--- src/rtl/song_pkg.sv ---
// Shared definitions for the song reader: FSM state encoding and default widths.
package song_pkg;

  localparam int DEF_SONG_BITS     = 2;
  localparam int DEF_NOTE_IDX_BITS = 5;
  localparam int DEF_NOTE_BITS     = 6;
  localparam int DEF_DUR_BITS      = 6;
  localparam int ROM_ADDR_BITS     = DEF_SONG_BITS + DEF_NOTE_IDX_BITS;

  localparam logic [2:0] ST_IDLE      = 3'd0;
  localparam logic [2:0] ST_FETCH     = 3'd1;
  localparam logic [2:0] ST_WAIT_ROM  = 3'd2;
  localparam logic [2:0] ST_LOAD      = 3'd3;
  localparam logic [2:0] ST_WAIT_DONE = 3'd4;
  localparam logic [2:0] ST_ADVANCE   = 3'd5;
  localparam logic [2:0] ST_DONE      = 3'd6;

endpackage

--- src/rtl/song_rom.sv ---
// Song table with one-cycle synchronous read; the read register only updates when en_i is high.
module song_rom import song_pkg::*; #(
  parameter int ADDR_BITS = ROM_ADDR_BITS,
  parameter int NOTE_BITS = DEF_NOTE_BITS,
  parameter int DUR_BITS  = DEF_DUR_BITS
) (
  input  logic                          clk,
  input  logic                          en_i,
  input  logic [ADDR_BITS-1:0]          addr_i,
  output logic [NOTE_BITS+DUR_BITS-1:0] data_o
);

  logic [NOTE_BITS+DUR_BITS-1:0] data_q;

  // Generated tune table; entry 5 carries a zero duration so the end marker can be exercised.
  function automatic logic [NOTE_BITS+DUR_BITS-1:0] rom_word(input logic [ADDR_BITS-1:0] a);
    int unsigned          ai;
    logic [NOTE_BITS-1:0] n;
    logic [DUR_BITS-1:0]  d;
    ai = 32'(a);
    n  = NOTE_BITS'(ai * 32'd7 + 32'd3);
    d  = (ai == 32'd5) ? '0 : DUR_BITS'(ai % 32'd15 + 32'd1);
    return {n, d};
  endfunction

  always_ff @(posedge clk) begin
    if (en_i) data_q <= rom_word(addr_i);
  end

  assign data_o = data_q;

endmodule

--- src/rtl/song_reader.sv ---
// Song reader: steps through a song table, handing notes to the note player on request.
// Optional SONG_END_MARKER_EN: a zero-duration entry ends the song instead of being played.
module song_reader import song_pkg::*; #(
  parameter int SONG_BITS     = DEF_SONG_BITS,
  parameter int NOTE_IDX_BITS = DEF_NOTE_IDX_BITS,
  parameter int NOTE_BITS     = DEF_NOTE_BITS,
  parameter int DUR_BITS      = DEF_DUR_BITS
) (
  input  logic                 clk,
  input  logic                 reset,
  input  logic                 play,
  input  logic [SONG_BITS-1:0] song,
  input  logic                 reset_player,
  input  logic                 note_done,
  output logic [NOTE_BITS-1:0] note,
  output logic [DUR_BITS-1:0]  duration,
  output logic                 new_note,
  output logic                 song_done
);

  localparam int ADDR_W = SONG_BITS + NOTE_IDX_BITS;
  localparam logic [NOTE_IDX_BITS-1:0] IDX_LAST = '1;

  logic [2:0]                    state_q, state_d;
  logic [NOTE_IDX_BITS-1:0]      idx_q, idx_d;
  logic [NOTE_BITS-1:0]          note_q, note_d;
  logic [DUR_BITS-1:0]           dur_q, dur_d;
  logic                          new_note_q, new_note_d;
  logic                          song_done_q, song_done_d;
  logic                          rom_en;
  logic [ADDR_W-1:0]             rom_addr;
  logic [NOTE_BITS+DUR_BITS-1:0] rom_data;
  logic [NOTE_BITS-1:0]          rom_note;
  logic [DUR_BITS-1:0]           rom_dur;
  logic                          end_mark;

  assign rom_en              = (state_q == ST_FETCH);
  assign rom_addr            = {song, idx_q};
  assign {rom_note, rom_dur} = rom_data;

  song_rom #(
    .ADDR_BITS (ADDR_W),
    .NOTE_BITS (NOTE_BITS),
    .DUR_BITS  (DUR_BITS)
  ) u_rom (
    .clk    (clk),
    .en_i   (rom_en),
    .addr_i (rom_addr),
    .data_o (rom_data)
  );

`ifdef SONG_END_MARKER_EN
  assign end_mark = (rom_dur == '0);
`else
  assign end_mark = 1'b0;
`endif

  always_comb begin
    state_d     = state_q;
    idx_d       = idx_q;
    note_d      = note_q;
    dur_d       = dur_q;
    new_note_d  = 1'b0;
    song_done_d = 1'b0;
    case (state_q)
      ST_IDLE:     if (play) state_d = ST_FETCH;
      ST_FETCH:    state_d = ST_WAIT_ROM;
      // Outputs are loaded on the edge into LOAD so new_note and the note are visible during LOAD.
      ST_WAIT_ROM: begin
        state_d = ST_LOAD;
        if (!end_mark) begin
          note_d     = rom_note;
          dur_d      = rom_dur;
          new_note_d = 1'b1;
        end
      end
      ST_LOAD: begin
        if (end_mark) begin
          state_d     = ST_DONE;
          song_done_d = 1'b1;
        end else begin
          state_d = ST_WAIT_DONE;
        end
      end
      ST_WAIT_DONE: if (note_done) state_d = ST_ADVANCE;
      ST_ADVANCE: begin
        if (idx_q == IDX_LAST) begin
          state_d     = ST_DONE;
          song_done_d = 1'b1;
        end else begin
          idx_d   = idx_q + 1'b1;
          state_d = play ? ST_FETCH : ST_IDLE;
        end
      end
      ST_DONE: begin
        idx_d   = '0;
        state_d = ST_IDLE;
      end
      default: state_d = ST_IDLE;
    endcase
    // A restart from the mcu overrides every transition and pulse decided above.
    if (reset_player) begin
      state_d     = ST_IDLE;
      idx_d       = '0;
      note_d      = note_q;
      dur_d       = dur_q;
      new_note_d  = 1'b0;
      song_done_d = 1'b0;
    end
  end

  always_ff @(posedge clk or negedge reset) begin
    if (!reset) begin
      state_q     <= ST_IDLE;
      idx_q       <= '0;
      note_q      <= '0;
      dur_q       <= '0;
      new_note_q  <= 1'b0;
      song_done_q <= 1'b0;
    end else begin
      state_q     <= state_d;
      idx_q       <= idx_d;
      note_q      <= note_d;
      dur_q       <= dur_d;
      new_note_q  <= new_note_d;
      song_done_q <= song_done_d;
    end
  end

  assign note      = note_q;
  assign duration  = dur_q;
  assign new_note  = new_note_q;
  assign song_done = song_done_q;

endmodule
--- config.mk ---
export PLATFORM = sky130hd
export DESIGN_NAME = song_reader
export DESIGN_NICKNAME = d
export VERILOG_FILES = /design/src/rtl/song_pkg.sv /design/src/rtl/song_rom.sv /design/src/rtl/song_reader.sv
export SDC_FILE = /design/constraint.sdc
export NUM_CORES = 1
export LEC_CHECK = 0
export CAP_MARGIN = 30
export CORE_MARGIN = 1
export CORE_UTILIZATION = 30
export CTS_CLUSTER_DIAMETER = 40
export DETAILED_ROUTE_END_ITERATION = 7
export GPL_TIMING_DRIVEN = 0
export PLACE_DENSITY_LB_ADDON = 0.2
export SLEW_MARGIN = 20
export SYNTH_ARGS = -nofsm -noshare
export SYNTH_HDL_FRONTEND = slang
export SYNTH_SLANG_ARGS = --single-unit
--- constraint.sdc ---
create_clock -name clk -period 8 [get_ports clk]
set_input_delay 1.6 -clock clk [delete_from_list [all_inputs] [get_ports clk]]
set_output_delay 1.6 -clock clk [all_outputs]
set_load 0.005 [all_outputs]
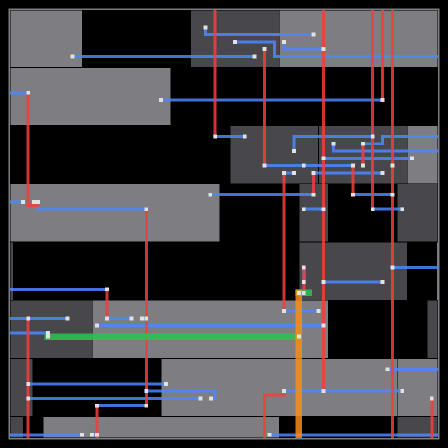
**Above:** run 1 (zoomed window).
Window x 67 to 87, y 67 to 87 um. Cells in grey, sequential cells in the stronger grey; small squares are vias.
| colour | layer |
|---|---|
| orange | metal 4 |
| blue | metal 1 |
| green | metal 3 |
| red | metal 2 |
netlist names of flops here include: u_rom.data_o (4), duration (1)
sequential cells in the window: 5
most frequent: edfxtp_1 (4), mux2_2 (3), clkbuf_8 (2)
cells with their middle in the window: 12

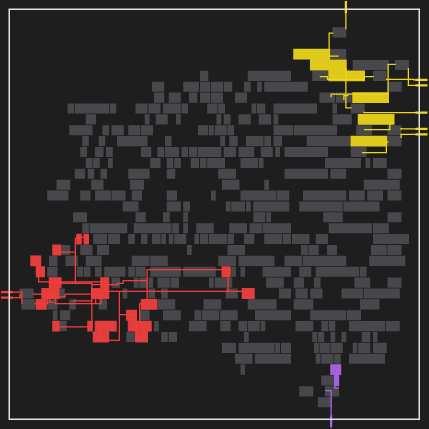
**Above:** run 1 (I/O nets highlighted).
Drawn at 4 px/um.
| colour | port | bits | direction | edge | end cells | buffers | wire |
|---|---|---|---|---|---|---|---|
| red | song | 2 | input | left | 22 | 4 | 257 um |
| purple | play | 1 | input | bottom | 2 | 1 | 14.1 um |
| yellow | duration | 6 | output | 5 right, 1 top | 6 | 6 | 119 um |

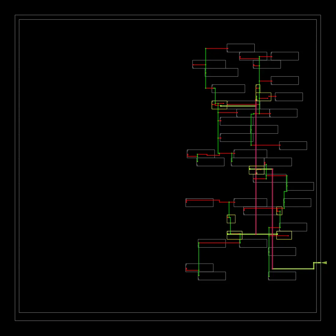
**Above:** run 1 (clock nets).
Fin Clk Skew: 0.002220 ns
FF+latch count: 34
CLK BUF: 5

==> results.cfg, run 1 <==
; physical design summary
[status]
outcome = completed

[timing]
maxSlewViolCount = 0
fin_tns_setup_ns = 0

[final_layout]
buffers = 33
finalNonFillerCells = 460
seqAreaFraction_pct = 26.07
buf_share_pct = 7.915
area_growth_pct = 16.09
layout_top_cell = ha_1
nFillCells = 1036

[logic_synthesis]
xor_share_pct = 7.443
netlist.area_leader.share_pct = 18.30
synth-edff-count = 12
seq_area_frac_synth_pct = 30.27
postSynthCellCount = 296
yosys.area_share.simple_pct = 17.46
synthTopCellsByArea = dfrtp_1 18%, edfxtp_1 12%, ha_1 9.6%, xnor2_1 5.5%, mux2_2 5.2%
ys_ff = 34
top_area_cell = dfrtp_1

[pwr]
p_sw_share_pct = 25.55

[global_route]
grt_pass1_vias = 2278

[clock_network]
htreeDepth = 2

[critical_path]
timing.rr.start = idx_q[2]
end_kind = flop
crit_path_start_kind = primary input

[drt]
top_layer = met4
antenna_left = 0
[run 1: worst max-delay path, stage by stage]
cell,delay [ns]
clkdlybuf4s50_1,0.51
buf_4,0.20
o211ai_1,0.18
inv_1,0.12
ha_1,0.25
or2b_1,0.30
o41ai_1,0.46
nand2_1,0.10
o21ai_0,0.40
ha_1,0.32
inv_1,0.13
o31ai_4,0.44
nor3_2,0.15
xnor2_1,0.17
ha_1,0.23
inv_1,0.15
a211oi_2,0.08
nor4b_4,0.53
mux2_2,0.40
ha_1,0.23
xnor2_1,0.20
xnor2_1,0.13
nor2_1,0.05
[run 1: registers in the layout, indices dropped and copies added, names as in the netlist]
register      flops
new_note          1
u_rom.data_o     12
duration          6
song_done         1
idx_q             5
state_q           3
note              6
[run 1: worst paths after layout]
| kind | end | slack [ns] | depth (start not counted) |
|---|---|---|---|
| worst min register to register | note[3] | 0.48 | 1 |
| worst max-delay path | u_rom.data_o[2] | 0.71 | 23 |
| min in group asynchronous | state_q[0] | 1.61 | 1 |
| worst min-delay path | note[3] | 0.48 | 1 |
| max in group asynchronous | duration[2] | 5.95 | 2 |
| worst max register to register | u_rom.data_o[2] | 0.86 | 24 |
[run 1: per-stage QoR]
| step | setup slack (ns) | total power [mW] |
|---|---|---|
| 2_1_floorplan | 1.776 | 0.3013 |
| 3_3_place_gp | 0.4060 | 0.3767 |
| 3_5_place_dp | 0.4312 | 0.3822 |
| 4_1_cts | 0.7299 | 0.5053 |
| 5_1_grt | 0.3653 | 0.5288 |
| 6_report | 0.7061 | 0.4965 |
[run 1: cell families after synthesis]
logic type | Yosys count
adders and majority gates | 26
muxes | 21
xor gates and xnor gates | 24
and+or+nand+nor | 91
buffers and inverters | 23
DFF | 34
AOI/OAI and AO/OA | 77
==> inputs of run 2 (changes only) <==
--- a/config.mk
+++ b/config.mk
@@ -15,4 +15,5 @@
 export SLEW_MARGIN = 20
 export SYNTH_ARGS = -nofsm -noshare
 export SYNTH_HDL_FRONTEND = slang
+export SYNTH_HIERARCHICAL = 1
 export SYNTH_SLANG_ARGS = --single-unit
==> constraint.sdc (replaced) <==
create_clock -name clk -period 6.4 [get_ports clk]
set_input_delay 1.28 -clock clk [delete_from_list [all_inputs] [get_ports clk]]
set_output_delay 1.28 -clock clk [all_outputs]
set_load 0.005 [all_outputs]
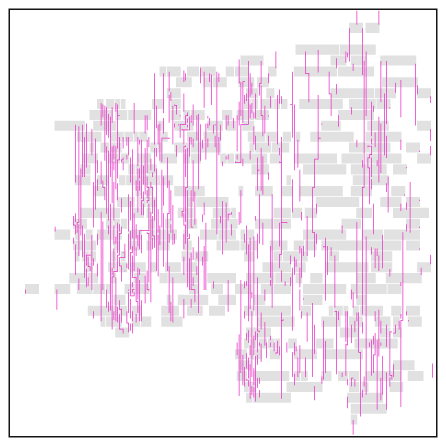
**Above:** run 2 (the metal 2 layer).
Drawn at 4 px/um.
longest straight run: 40.5 um
main direction: vertical
share of all routed wire: 46%

==> run 2 against run 1 <==
Effect of this change: clock skew rose by 0.0018 ns; total power is 40% higher; synthesized cell count increased by 2.4%; critical path type unchanged; utilization increased by 0.56 points; worst setup slack lost 0.24 ns; via count grew 1.6%; largest power group unchanged.
==> results.cfg, run 2 <==
; physical design summary
[status]
outcome = completed

[worst_hold_path]
hold_depth = 1
holdPathEnd = duration[2]

[final_layout]
nFillCells = 1067
layout_top_cell = ha_1
largest_register_ffs = 12

[critical_path]
critPathMaxStageDelay_ns = 0.50
end_kind = flop
timing.rr.end = u_rom/data_o[4]
timing.critical_path.to = u_rom/data_o[4]
worstRegToRegCells = 26
cpMostUsedCell = ha_1
slowest_stage = clkdlybuf4s50_1

[timing]
fin_ws_ns = 0.4622
clock_skew_ns = 0.003984

[logic_synthesis]
synthTopCellsByArea = dfrtp_1 17%, edfxtp_1 11%, ha_1 9.2%, mux2_4 4.1%, xnor2_1 2.9%
xor_share_pct = 5.197
seq_area_frac_synth_pct = 27.82
synth-edff-count = 12

[clock_network]
htreeDepth = 2

[pwr]
p_sw_share_pct = 24.34

[drt]
antenna_left = 0
-- run 2: cell types whose count changed after synthesis, sizes merged, moves of 4 or more --
cell / change
a31oi: +4
clkbuf: -5
nand2: +7
buf: +5
xnor2: -8
nor2: -7
o21ai: +4
o211ai: -4
a21oi: +4
-- run 2: cells by family after synthesis --
logic type	count (synthesis)
xor+xnor	17
buf+inv	21
flops	34
simple gates	100
mux	17
fa+ha+maj	27
compound gates	87
-- run 2: cell type report --
| class | count | area [um^2] | area share, % |
|---|---|---|---|
| Buffer | 10 | 98.84 | 2.591 |
| Clock buffer | 5 | 68.82 | 1.804 |
| Clock inverter | 3 | 45.04 | 1.181 |
| Inverter | 10 | 37.54 | 0.9839 |
| Multi-Input combinational cell | 248 | 2233 | 58.54 |
| Sequential cell | 34 | 913.4 | 23.94 |
| Tap cell | 136 | 170.2 | 4.460 |
| Timing Repair Buffer | 26 | 247.7 | 6.494 |
-- run 2: worst register-to-register path: stages, from the launching register on --
cell and delay (ns):
dfrtp_2 0.44, buf_6 0.15, inv_1 0.20, ha_2 0.32
or2_1 0.15, nand2_1 0.11, nor2_1 0.11, ha_1 0.27
nor2b_2 0.20, a41o_1 0.29, o311ai_1 0.13, o21ai_1 0.19
ha_1 0.28, o21ai_0 0.19, a31o_2 0.30, nand4_4 0.15
xnor2_1 0.10, ha_1 0.29, nor3b_1 0.18, mux2i_1 0.21
and3_4 0.25, mux2_2 0.33, ha_1 0.23, nand4b_1 0.10
o21ai_1 0.08, a21oi_2 0.15, mux2i_1 0.22
-- run 2: routing by layer --
layer / GRT usage (%) / vias up
li1: - / 1231
met5: 0 / -
met1: 17.54 / 1152
met3: 1.288 / 8
met2: 21.80 / 44
met4: 4.403 / 0
Power and IR drop assume default switching activity.
